run_1/port_trees.png
Drawn at 4 px/um.
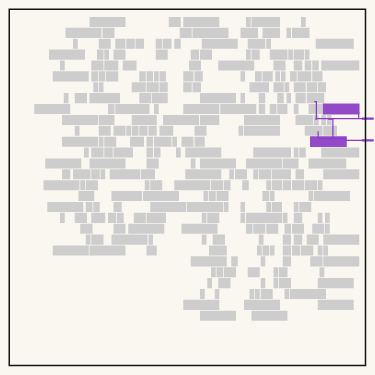
run_1/gates.png
Drawn at 6 px/um.
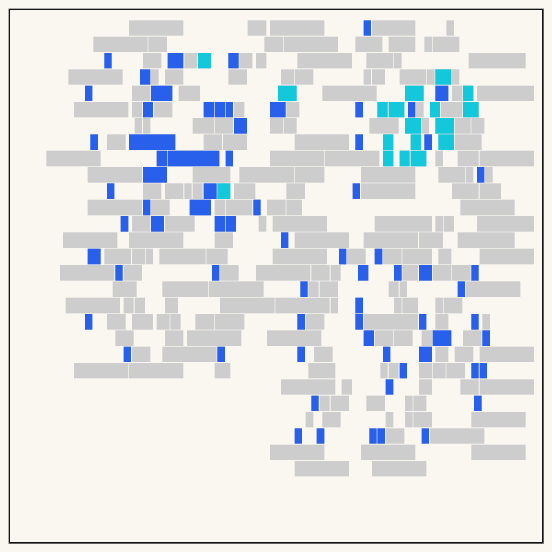
run_1/ff_map.png
Drawn at 4 px/um. Other sequential cells in the stronger gray, the rest of the logic in the fainter gray.
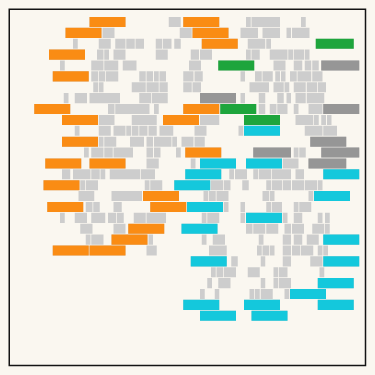
Design flow_led_ctrl_flat, sky130hd; sources not shown.
==> ci_impl_report.md, run 1 <==
## Synthesis and layout report

| Metric | Value |
|---|---|
| Num rows | `31` |
| Non-CTS buffers | `0` |
| CTS max path bufs | `2` |
| Sw Pwr | `approximately 0.17 mW` |
| Yosys adder share | `0.04953` |
| Post-synth top area cell | `dfrtp_1` |
| WP depth | `10` |
| Via count | `1969` |
| Place WS | `2187 ps` |
| DRC viols | `0` |
| Max reg flops | `23` |
| Met2 wire length | `2433 um` |
| HPWL after DPL | `3567 um` |
| Commonest cells in the netlist | `dfrtp_1, nor2_1, xnor2_1` |
| Layout area overhead | `6.277%` |
| Synth warn | `0` |
| Gr busiest metal | `met2` |
| Peak VDD IR | `0.0001186 V` |
| Critical path's top delay family | `adder cells` |
| Logic pwr share | `0.010` |
| Unrepaired setup endpoints after global routing | `no` |
| Synth Cell Area | `0.002930 sq mm` |
| Crit start category | `register` |
| Slew HR | `0.4347` |
| Placed Cells | `around 380` |
| Vias in the first global route | `about 1900` |
| Worst Tran Pin Value | `840.8 ps` |
| GRT overflow | `0` |
| Outcome | `finished clean` |
| First-pass detailed-route iteration total | `4` |
| Vias per cell | `5.075` |
| Critical-path maximum fanout | `7` |
| FF-to-FF path depth | `10` |
| Die ar. | `0.007864 sq mm` |
| Largest net degree at the start of global routing | `55` |
| # Taps | `99` |
| Synth area leaders | `dfrtp_1, xnor2_1, nor2_1` |
| Clk network pwr share | `0.356` |
| Routed Wire Length | `5022 um` |
| EDFF count, synth | `0` |
| Num Clock Sinks | `approximately 54` |
| Post-CTS setup buffers | `0` |
Back to the opening pictures, port_trees.png:
Purple stands for `io_MODE`, bits 2, direction output, edge east, end cells 2, buffers 0, wire 37.5 um.
I/O Buffers: 0
IO Pins: 10

Back to the opening pictures, gates.png:
Blue stands for nor cells, cells 72, most used nor2_1. Cyan stands for aoi and oai cells, cells 18, most used a21oi_1.
dominant logic cell type in the layout: dfrtp_1
fin cells: 388

Back to the opening pictures, ff_map.png:
Orange stands for `u_core.step_cnt_q`, sequential cells 23. Cyan stands for `u_core.deb_cnt_q`, sequential cells 20. Green stands for `u_core.io.LED`, sequential cells 4.
register area: 0.001358 sq mm
final cell utilization of the core: 0.4294
sequential cell power: 0.481 mW
flop share of the area: 0.4359

run_1/util_map.png
Drawn at 3 px/um. The die is cut into 9 by 9 equal tiles; dark purple is low, yellow is high, 0 to 100% covered.
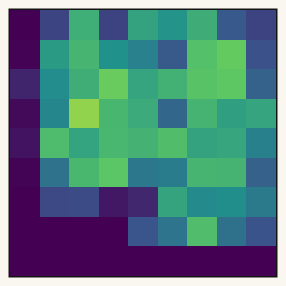

--- run 2 (diff from run 1) ---
--- a/config.mk
+++ b/config.mk
@@ -10,7 +10,7 @@
 export DETAILED_ROUTE_END_ITERATION = 6
 export DONT_BUFFER_PORTS = 1
 export GPL_ROUTABILITY_DRIVEN = 1
-export PLACE_DENSITY = 0.61
+export PLACE_DENSITY = 0.63
 export SYNTH_ARGS = -nofsm -noshare
 export SYNTH_HDL_FRONTEND = slang
 export SYNTH_SLANG_ARGS = --single-unit
==> constraint.sdc (replaced) <==
create_clock -name CLK -period 2.1 [get_ports CLK]
set_input_delay 0.42 -clock CLK [delete_from_list [all_inputs] [get_ports CLK]]
set_output_delay 0.42 -clock CLK [all_outputs]
set_load 0.02 [all_outputs]
run_2/util_map.png
Drawn at 3 px/um. The die is cut into 9 by 9 equal tiles; dark purple is low, yellow is high, 0 to 100% covered.
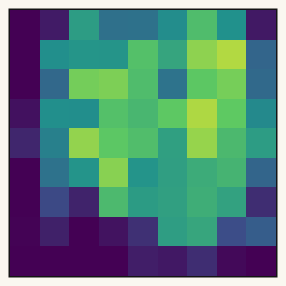
11% of the tiles are over 75% full. The fullest tile reaches 88%. The emptiest ninth of the die: south-west. The mean over all tiles is 42%. 15% of the tiles are nearly empty.
Starting Density: 0.4040
Core ar.: 0.007253 sq mm
final cell utilization of the core: 0.4675

run_2/clock_nets.png
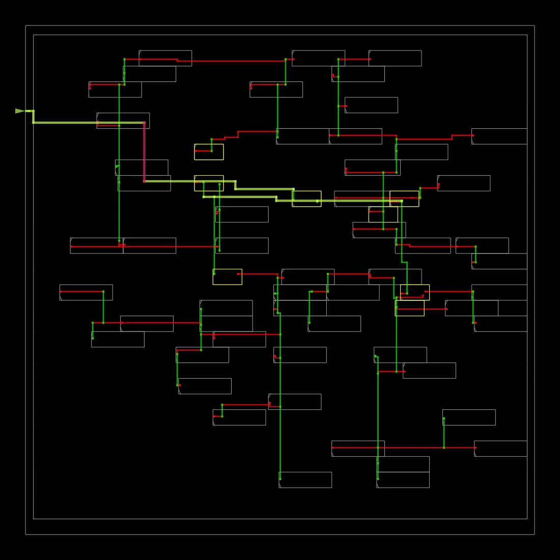
Clk power: 0.662 mW
FFs & Latches: 54
Clk Latency, worst-skew pair: 300 ps
clkbuf count: 8

==> run 2 against run 1 <==
Effect of this change: the flow now finishes with violations (setup timing); clock-buffer cell count up 3; cell count up 5.9%; setup slack worse by 2200 ps; non-clock buffer count up 23; global-route usage up 1.5 points; sequential power up 120%; fmax up 13%; clock skew down 3.5 ps; total power up 130%; critical path depth unchanged; via count up 7.0%; synthesized cell count unchanged; critical endpoint unchanged; largest cell class unchanged; highest routed layer unchanged.
==> ci_impl_report.md, run 2 <==
## Synthesis and layout report

| Metric | Value |
|---|---|
| Num Clock Sinks | `54 (unchanged)` |
| Placed Cells | `400 (was 380)` |
| Slew HR | `0.7662 (was 0.4347)` |
| Critical path's top delay family | `adder cells (unchanged)` |
| Worst setup margin | `-26.08 ps (was 2197 ps)` |
| GR Util met1 | `0.2028 (was 0.1720)` |
| Non-CTS buffers | `23 (was 0)` |
| Crit start category | `register (unchanged)` |
| Register area | `0.001359 sq mm (was 0.001358 sq mm)` |
| Num rows | `31 (unchanged)` |
| Critical-path maximum fanout | `2 (was 7)` |
| Simple Share, Synth | `0.2758 (unchanged)` |
| Vias in the first global route | `2046 (was 1870)` |
| Fin cells | `411 (was 388)` |
| Unrepaired setup endpoints after global routing | `yes (was no)` |
| Clk network pwr share | `0.377 (was 0.356)` |
| Peak VDD IR | `0.0002812 V (was 0.0001186 V)` |
| Logic pwr share | `0.025 (was 0.010)` |
| Dominant logic cell type in the layout | `dfrtp_1 (unchanged)` |
| Synth Cell Area | `0.002930 sq mm (unchanged)` |
| Outcome | `finished, violations left (was finished clean)` |
| Sw Pwr | `0.3647 mW (was 0.1673 mW)` |
| Via count | `2106 (was 1969)` |
| Share of layout cells above drive strength 1 | `0.1987 (was 0.09689)` |
| Met2 wire length | `2596 um (was 2433 um)` |
| Sequential cell power | `1.05 mW (was 0.481 mW)` |
| CTS tree | `yes (unchanged)` |
| Vias per cell | `5.124 (was 5.075)` |
| Worst Tran Pin Value | `348.2 ps (was 840.8 ps)` |
| FF-to-FF path depth | `10 (unchanged)` |
| HPWL after DPL | `3884 um (was 3567 um)` |
| WP depth | `10 (unchanged)` |
| Final Max-Slew Violation Tally | `0 (unchanged)` |
| Failing checks | `setup timing` |
| Post-synth top area cell | `dfrtp_1 (unchanged)` |
| EDFF count, synth | `0 (unchanged)` |
| Place WS | `-87.48 ps (was 2187 ps)` |
| Synth warn | `0 (unchanged)` |
| GRT overflow | `0 (unchanged)` |
| Synth area leaders | `dfrtp_1, xnor2_1, nor2_1 (unchanged)` |
| Gr busiest metal | `met2 (unchanged)` |
| Final setup viols | `1 (was 0)` |
| Post-CTS setup buffers | `2 (was 0)` |
| Layout area overhead | `15.71% (was 6.277%)` |
| I/O Buffers | `0 (unchanged)` |
| Largest net degree at the start of global routing | `55 (unchanged)` |
| Routed Wire Length | `5493 um (was 5022 um)` |
| CTS max path bufs | `2 (unchanged)` |
| Commonest cells in the netlist | `dfrtp_1, nor2_1, xnor2_1 (unchanged)` |
run_2/port_trees.png
Drawn at 4 px/um.
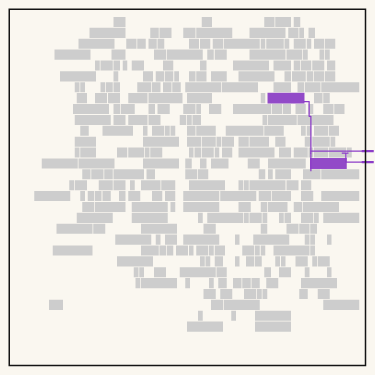
Purple stands for `io_MODE`, bits 2, direction output, edge east, end cells 2, buffers 0, wire 40.5 um.

No activity file was given, so power comes from the tool's default toggle rates.
